**Sequential cells grouped by signal name**

(3 px per um) Other sequential cells in the stronger gray, the rest of the logic in the fainter gray.
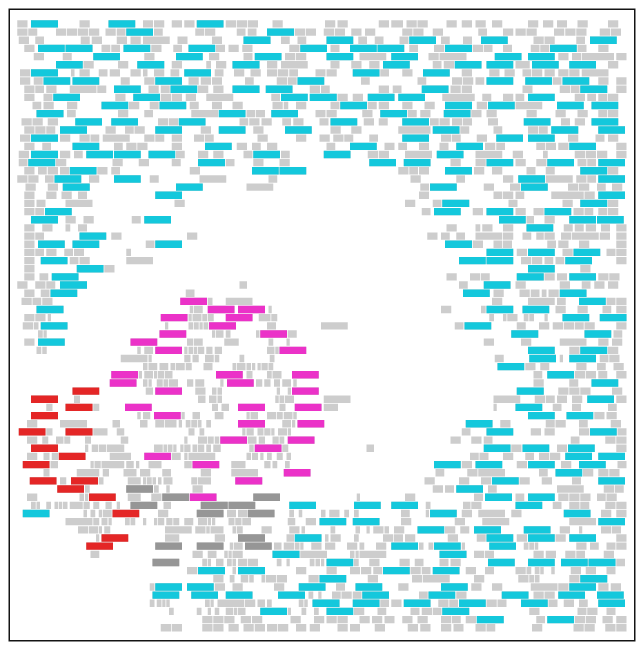
**Routed metal, one color a layer**

(2 px per um) Two of the layers only.
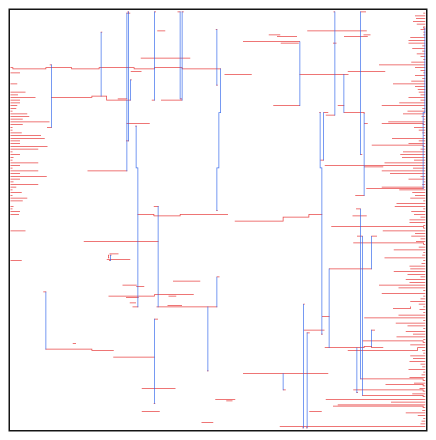
**Placed standard cells**

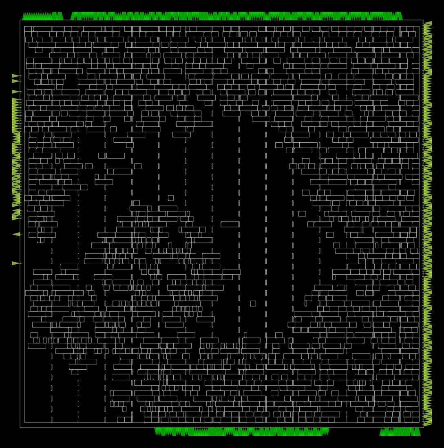
===== src/rtl/aurora_frame_pkg.sv =====
// Shared Aurora framing definitions used by the sender and the receiver:
// beat width, sync word, header field positions and the frame state encoding.
package aurora_frame_pkg;

  localparam int unsigned BEAT_W   = 256;

  localparam logic [63:0] SYNC_WORD = 64'h0000_0000_1acf_fc1d;

  // Header field positions within a beat
  localparam int unsigned CNT_LSB  = 240;
  localparam int unsigned CNT_W    = 8;
  localparam int unsigned SIZE_LSB = 208;
  localparam int unsigned SIZE_W   = 16;
  localparam int unsigned SYNC_LSB = 128;
  localparam int unsigned SYNC_W   = 64;

  typedef logic [BEAT_W-1:0] beat_t;

  typedef enum logic [1:0] {
    ST_IDLE = 2'd0,
    ST_HEAD = 2'd1,
    ST_DATA = 2'd2,
    ST_GAP  = 2'd3
  } state_e;

  // Header beat: frame count, payload size and sync word; every other bit is 0
  function automatic beat_t make_header(input logic [CNT_W-1:0]  cnt,
                                        input logic [SIZE_W-1:0] size);
    beat_t hdr;
    hdr = '0;
    hdr[CNT_LSB  +: CNT_W]  = cnt;
    hdr[SIZE_LSB +: SIZE_W] = size;
    hdr[SYNC_LSB +: SYNC_W] = SYNC_WORD;
    return hdr;
  endfunction

endpackage


===== src/rtl/data_send_if.sv =====
// Handshake bundle for data_send.
//   enable              : frame generation enable (level)
//   src_valid/src_data  : payload source word, src_ready consumes it
//   m_tvalid/m_tready   : AXI-stream handshake toward the Aurora TX user port
//   m_tdata/m_tlast     : AXI-stream beat and end-of-frame marker
// master: the sender side (data_send); slave: the environment around it.
interface data_send_if;
  import aurora_frame_pkg::*;

  logic  enable;
  logic  src_valid;
  beat_t src_data;
  logic  src_ready;
  logic  m_tvalid;
  logic  m_tready;
  beat_t m_tdata;
  logic  m_tlast;

  modport master (
    input  enable, src_valid, src_data, m_tready,
    output src_ready, m_tvalid, m_tdata, m_tlast
  );

  modport slave (
    output enable, src_valid, src_data, m_tready,
    input  src_ready, m_tvalid, m_tdata, m_tlast
  );

endinterface


===== src/rtl/axis_out_reg.sv =====
// One-entry AXI-stream output register.
//   clk, rst                         : clock, async active-high reset
//   load_valid/load_data/load_last   : beat offered by the frame FSM
//   can_load_c                       : register accepts a beat this cycle
//   m_tready                         : downstream ready
//   m_tvalid/m_tdata/m_tlast         : registered stream outputs
module axis_out_reg
  import aurora_frame_pkg::*;
(
  input  logic  clk,
  input  logic  rst,
  input  logic  load_valid,
  input  beat_t load_data,
  input  logic  load_last,
  output logic  can_load_c,
  input  logic  m_tready,
  output logic  m_tvalid,
  output beat_t m_tdata,
  output logic  m_tlast
);

  logic  valid_q, valid_d;
  beat_t data_q,  data_d;
  logic  last_q,  last_d;

  // Empty, or the current beat leaves this cycle: load and accept overlap
  assign can_load_c = !valid_q || m_tready;

  // Next contents; everything holds while stalled
  always_comb begin
    valid_d = valid_q;
    data_d  = data_q;
    last_d  = last_q;
    if (can_load_c) begin
      valid_d = load_valid;
      last_d  = 1'b0;
      if (load_valid) begin
        data_d = load_data;
        last_d = load_last;
      end
    end
  end

  always_ff @(posedge clk or posedge rst) begin
    if (rst) begin
      valid_q <= 1'b0;
      data_q  <= '0;
      last_q  <= 1'b0;
    end else begin
      valid_q <= valid_d;
      data_q  <= data_d;
      last_q  <= last_d;
    end
  end

  assign m_tvalid = valid_q;
  assign m_tdata  = data_q;
  assign m_tlast  = last_q;

endmodule


===== src/rtl/data_send.sv =====
// Aurora frame sender: header beat + FRAME_SIZE/32 payload beats, then a gap.
//   clk, rst   : clock, async active-high reset
//   bus        : data_send_if.master (enable, payload source, AXI-stream out)
//   busy       : high whenever the FSM is not idle
//   frame_cnt  : completed frames modulo 256
// Build option DATA_SEND_PATTERN_EN: payload is an internal 32-bit
// incrementing counter replicated across the beat; the source is ignored.
module data_send
  import aurora_frame_pkg::*;
#(
  parameter logic [15:0] FRAME_SIZE = 16'd1024,
  parameter int unsigned GAP_CYCLES = 4
) (
  input  logic              clk,
  input  logic              rst,
  data_send_if.master       bus,
  output logic              busy,
  output logic [CNT_W-1:0]  frame_cnt
);

  localparam int unsigned N_BEATS  = 32'(FRAME_SIZE) / 32;
  localparam int unsigned BEAT_CW  = 16;
  localparam int unsigned GAP_W    = 32;
  localparam int unsigned GAP_LAST = (GAP_CYCLES == 0) ? 0 : GAP_CYCLES - 1;

  state_e             state_q, state_d;
  logic [BEAT_CW-1:0] beat_q, beat_d;
  logic [GAP_W-1:0]   gap_q, gap_d;
  logic [CNT_W-1:0]   frame_cnt_q, frame_cnt_d;
  logic               busy_q, busy_d;

  logic  load_valid, load_last, can_load_c;
  beat_t load_data;
  beat_t payload_c;
  logic  pay_avail_c, load_room_c, pay_take_c, remaining_c, last_acc_c;

  assign remaining_c = beat_q < BEAT_CW'(N_BEATS);
  assign load_room_c = (state_q == ST_DATA) && remaining_c && can_load_c;
  assign pay_take_c  = load_room_c && pay_avail_c;
  assign last_acc_c  = bus.m_tvalid && bus.m_tready && bus.m_tlast;

`ifdef DATA_SEND_PATTERN_EN
  logic [31:0] pat_q, pat_d;

  assign pay_avail_c   = 1'b1;
  assign payload_c     = {8{pat_q}};
  assign bus.src_ready = 1'b0;

  // Pattern word advances once per loaded payload beat, across frames
  always_comb begin
    pat_d = pat_q;
    if (pay_take_c) pat_d = pat_q + 32'd1;
  end

  always_ff @(posedge clk or posedge rst) begin
    if (rst) pat_q <= '0;
    else     pat_q <= pat_d;
  end
`else
  assign pay_avail_c   = bus.src_valid;
  assign payload_c     = bus.src_data;
  assign bus.src_ready = load_room_c;
`endif

  // Frame sequencing and counters
  always_comb begin
    state_d     = state_q;
    beat_d      = beat_q;
    gap_d       = gap_q;
    frame_cnt_d = frame_cnt_q;
    busy_d      = 1'b0;
    load_valid  = 1'b0;
    load_data   = '0;
    load_last   = 1'b0;
    unique case (state_q)
      ST_IDLE: begin
        if (bus.enable) state_d = ST_HEAD;
      end
      ST_HEAD: begin
        beat_d = '0;
        if (can_load_c) begin
          load_valid = 1'b1;
          load_data  = make_header(frame_cnt_q, FRAME_SIZE);
          state_d    = ST_DATA;
        end
      end
      ST_DATA: begin
        if (pay_take_c) begin
          load_valid = 1'b1;
          load_data  = payload_c;
          load_last  = (beat_q == BEAT_CW'(N_BEATS - 1));
          beat_d     = beat_q + BEAT_CW'(1);
        end
        // Frame ends only when the tlast beat actually leaves
        if (last_acc_c) begin
          state_d     = ST_GAP;
          gap_d       = '0;
          frame_cnt_d = frame_cnt_q + CNT_W'(1);
        end
      end
      ST_GAP: begin
        if (gap_q == GAP_W'(GAP_LAST)) state_d = ST_IDLE;
        else                           gap_d   = gap_q + GAP_W'(1);
      end
      default: state_d = ST_IDLE;
    endcase
    busy_d = (state_d != ST_IDLE);
  end

  always_ff @(posedge clk or posedge rst) begin
    if (rst) begin
      state_q     <= ST_IDLE;
      beat_q      <= '0;
      gap_q       <= '0;
      frame_cnt_q <= '0;
      busy_q      <= 1'b0;
    end else begin
      state_q     <= state_d;
      beat_q      <= beat_d;
      gap_q       <= gap_d;
      frame_cnt_q <= frame_cnt_d;
      busy_q      <= busy_d;
    end
  end

  axis_out_reg u_out (
    .clk        (clk),
    .rst        (rst),
    .load_valid (load_valid),
    .load_data  (load_data),
    .load_last  (load_last),
    .can_load_c (can_load_c),
    .m_tready   (bus.m_tready),
    .m_tvalid   (bus.m_tvalid),
    .m_tdata    (bus.m_tdata),
    .m_tlast    (bus.m_tlast)
  );

  assign busy      = busy_q;
  assign frame_cnt = frame_cnt_q;

endmodule


===== src/flat_wrapper.sv =====
// flat-port wrapper written by rule: the top's interface ports become plain ports
module data_send_flat import aurora_frame_pkg::*;
#(
  parameter logic [15:0] FRAME_SIZE = 16'd1024,
  parameter int unsigned GAP_CYCLES = 4
)
  (clk, rst, busy, frame_cnt, bus_enable, bus_src_valid, bus_src_data, bus_m_tready, bus_src_ready, bus_m_tvalid, bus_m_tdata, bus_m_tlast);
  data_send_if bus_i ();
  input  logic clk;
  input  logic rst;
  output logic busy;
  output logic [CNT_W-1:0] frame_cnt;
  input wire logic [$bits(bus_i.enable)-1:0] bus_enable;
  input wire logic [$bits(bus_i.src_valid)-1:0] bus_src_valid;
  input wire logic [$bits(bus_i.src_data)-1:0] bus_src_data;
  input wire logic [$bits(bus_i.m_tready)-1:0] bus_m_tready;
  output wire logic [$bits(bus_i.src_ready)-1:0] bus_src_ready;
  output wire logic [$bits(bus_i.m_tvalid)-1:0] bus_m_tvalid;
  output wire logic [$bits(bus_i.m_tdata)-1:0] bus_m_tdata;
  output wire logic [$bits(bus_i.m_tlast)-1:0] bus_m_tlast;
  assign bus_i.enable = bus_enable;
  assign bus_i.src_valid = bus_src_valid;
  assign bus_i.src_data = bus_src_data;
  assign bus_i.m_tready = bus_m_tready;
  assign bus_src_ready = bus_i.src_ready;
  assign bus_m_tvalid = bus_i.m_tvalid;
  assign bus_m_tdata = bus_i.m_tdata;
  assign bus_m_tlast = bus_i.m_tlast;
  data_send #(.FRAME_SIZE(FRAME_SIZE), .GAP_CYCLES(GAP_CYCLES)) u_core (.clk(clk), .rst(rst), .bus(bus_i), .busy(busy), .frame_cnt(frame_cnt));
endmodule

===== config.mk =====
export PLATFORM = sky130hd
export DESIGN_NAME = data_send_flat
export DESIGN_NICKNAME = d
export VERILOG_FILES = /design/src/rtl/aurora_frame_pkg.sv /design/src/rtl/data_send_if.sv /design/src/rtl/axis_out_reg.sv /design/src/rtl/data_send.sv /design/src/flat_wrapper.sv
export SDC_FILE = /design/constraint.sdc
export NUM_CORES = 1
export LEC_CHECK = 0
export CORE_AREA = 2 2 206 208
export DETAILED_ROUTE_END_ITERATION = 8
export DIE_AREA = 0 0 208 210
export SYNTH_ARGS = -nofsm -noshare
export SYNTH_HDL_FRONTEND = slang
export SYNTH_SLANG_ARGS = --single-unit
export TNS_END_PERCENT = 1

===== constraint.sdc =====
create_clock -name clk -period 12.7 [get_ports clk]
set_clock_uncertainty 0.15 [all_clocks]
set_input_delay 2.54 -clock clk [delete_from_list [all_inputs] [get_ports clk]]
set_output_delay 2.54 -clock clk [all_outputs]
set_load 0.02 [all_outputs]

==> summary.txt <==
Entry: Yosys synthesis followed by OpenROAD place and route.

Setup path:
- The run gives the cell type group with the largest total delay on the critical path as buffers and inverters.
- The run gives the register-to-register setup slack as 8.37 ns.
- The run puts the data required time at the worst endpoint at 10.01 ns.

Power:
- For the combinational group, total power comes out at approximately 1.3 mW.
- Power attributed to the clock group is ~1.1 mW.
- The script computed the net switching share of total power as 0.338.

Run status:
- The run finished with clean final reports.

Timing:
- Looking at the max-slew report, the worst-margin pin has a slew of about 1.1 ns.

Yosys:
- Post-synthesis, Yosys gives the total cell area as around 12000 sq um.
- Among the non-sequential cells, AND-OR/OR-AND gates take the most area.
- The run puts the count of warnings emitted by yosys at 0.
- The run puts the sequential share of the synthesized area at 0.641.
- Yosys mapped a number of flops with a built-in enable equal to 0.

Floorplan:
- The run puts the horizontal extent of the die at 208 um.
- The run gives the floorplan die height as around 210 um.

Final layout:
- In the layout the commonest cells are 528 x clkdlybuf4s50_1, 317 x dfrtp_1, 229 x a22o_1, 58 x nand2_1, 43 x o21ai_0.
- The area taken by multi-input combinational cells is reported as ~4000 sq um.
- The run gives the clock buffer instance count of the final layout as 52.
- Looking at the area split, the leading class of cells is sequential cells.
- The run puts the count of inverters not on the clock network in the layout at 11.

Clock network:
- TritonCTS built the clock tree.
- The run gives the source-to-sink clock delay at the later pin of the worst-skew pair as 0.55 ns.

Placement:
- The HPWL after detailed placement is approximately 30 mm.
- The run puts the number of instances in the placed design at 1958.

Drt:
- Dividing the detail-routed wire length by the instance count gives between 20 and 25 um.
Notes on 'sequential cells grouped by signal name' above:
cyan -> u_core.u_out.m_tdata  # sequential cells 256, where widely spread
red -> u_core.beat_q  # sequential cells 16
magenta -> u_core.gap_q  # sequential cells 32

Notes on 'routed metal, one color a layer' above:
blue -> met4  # wire length 1510 um
red -> met3  # wire length 2780 um

Notes on 'placed standard cells' above:
sequential portion of the cell area: 0.411
Core Box Area: 41500 sq um

Power is estimated from default activity; no workload was simulated.
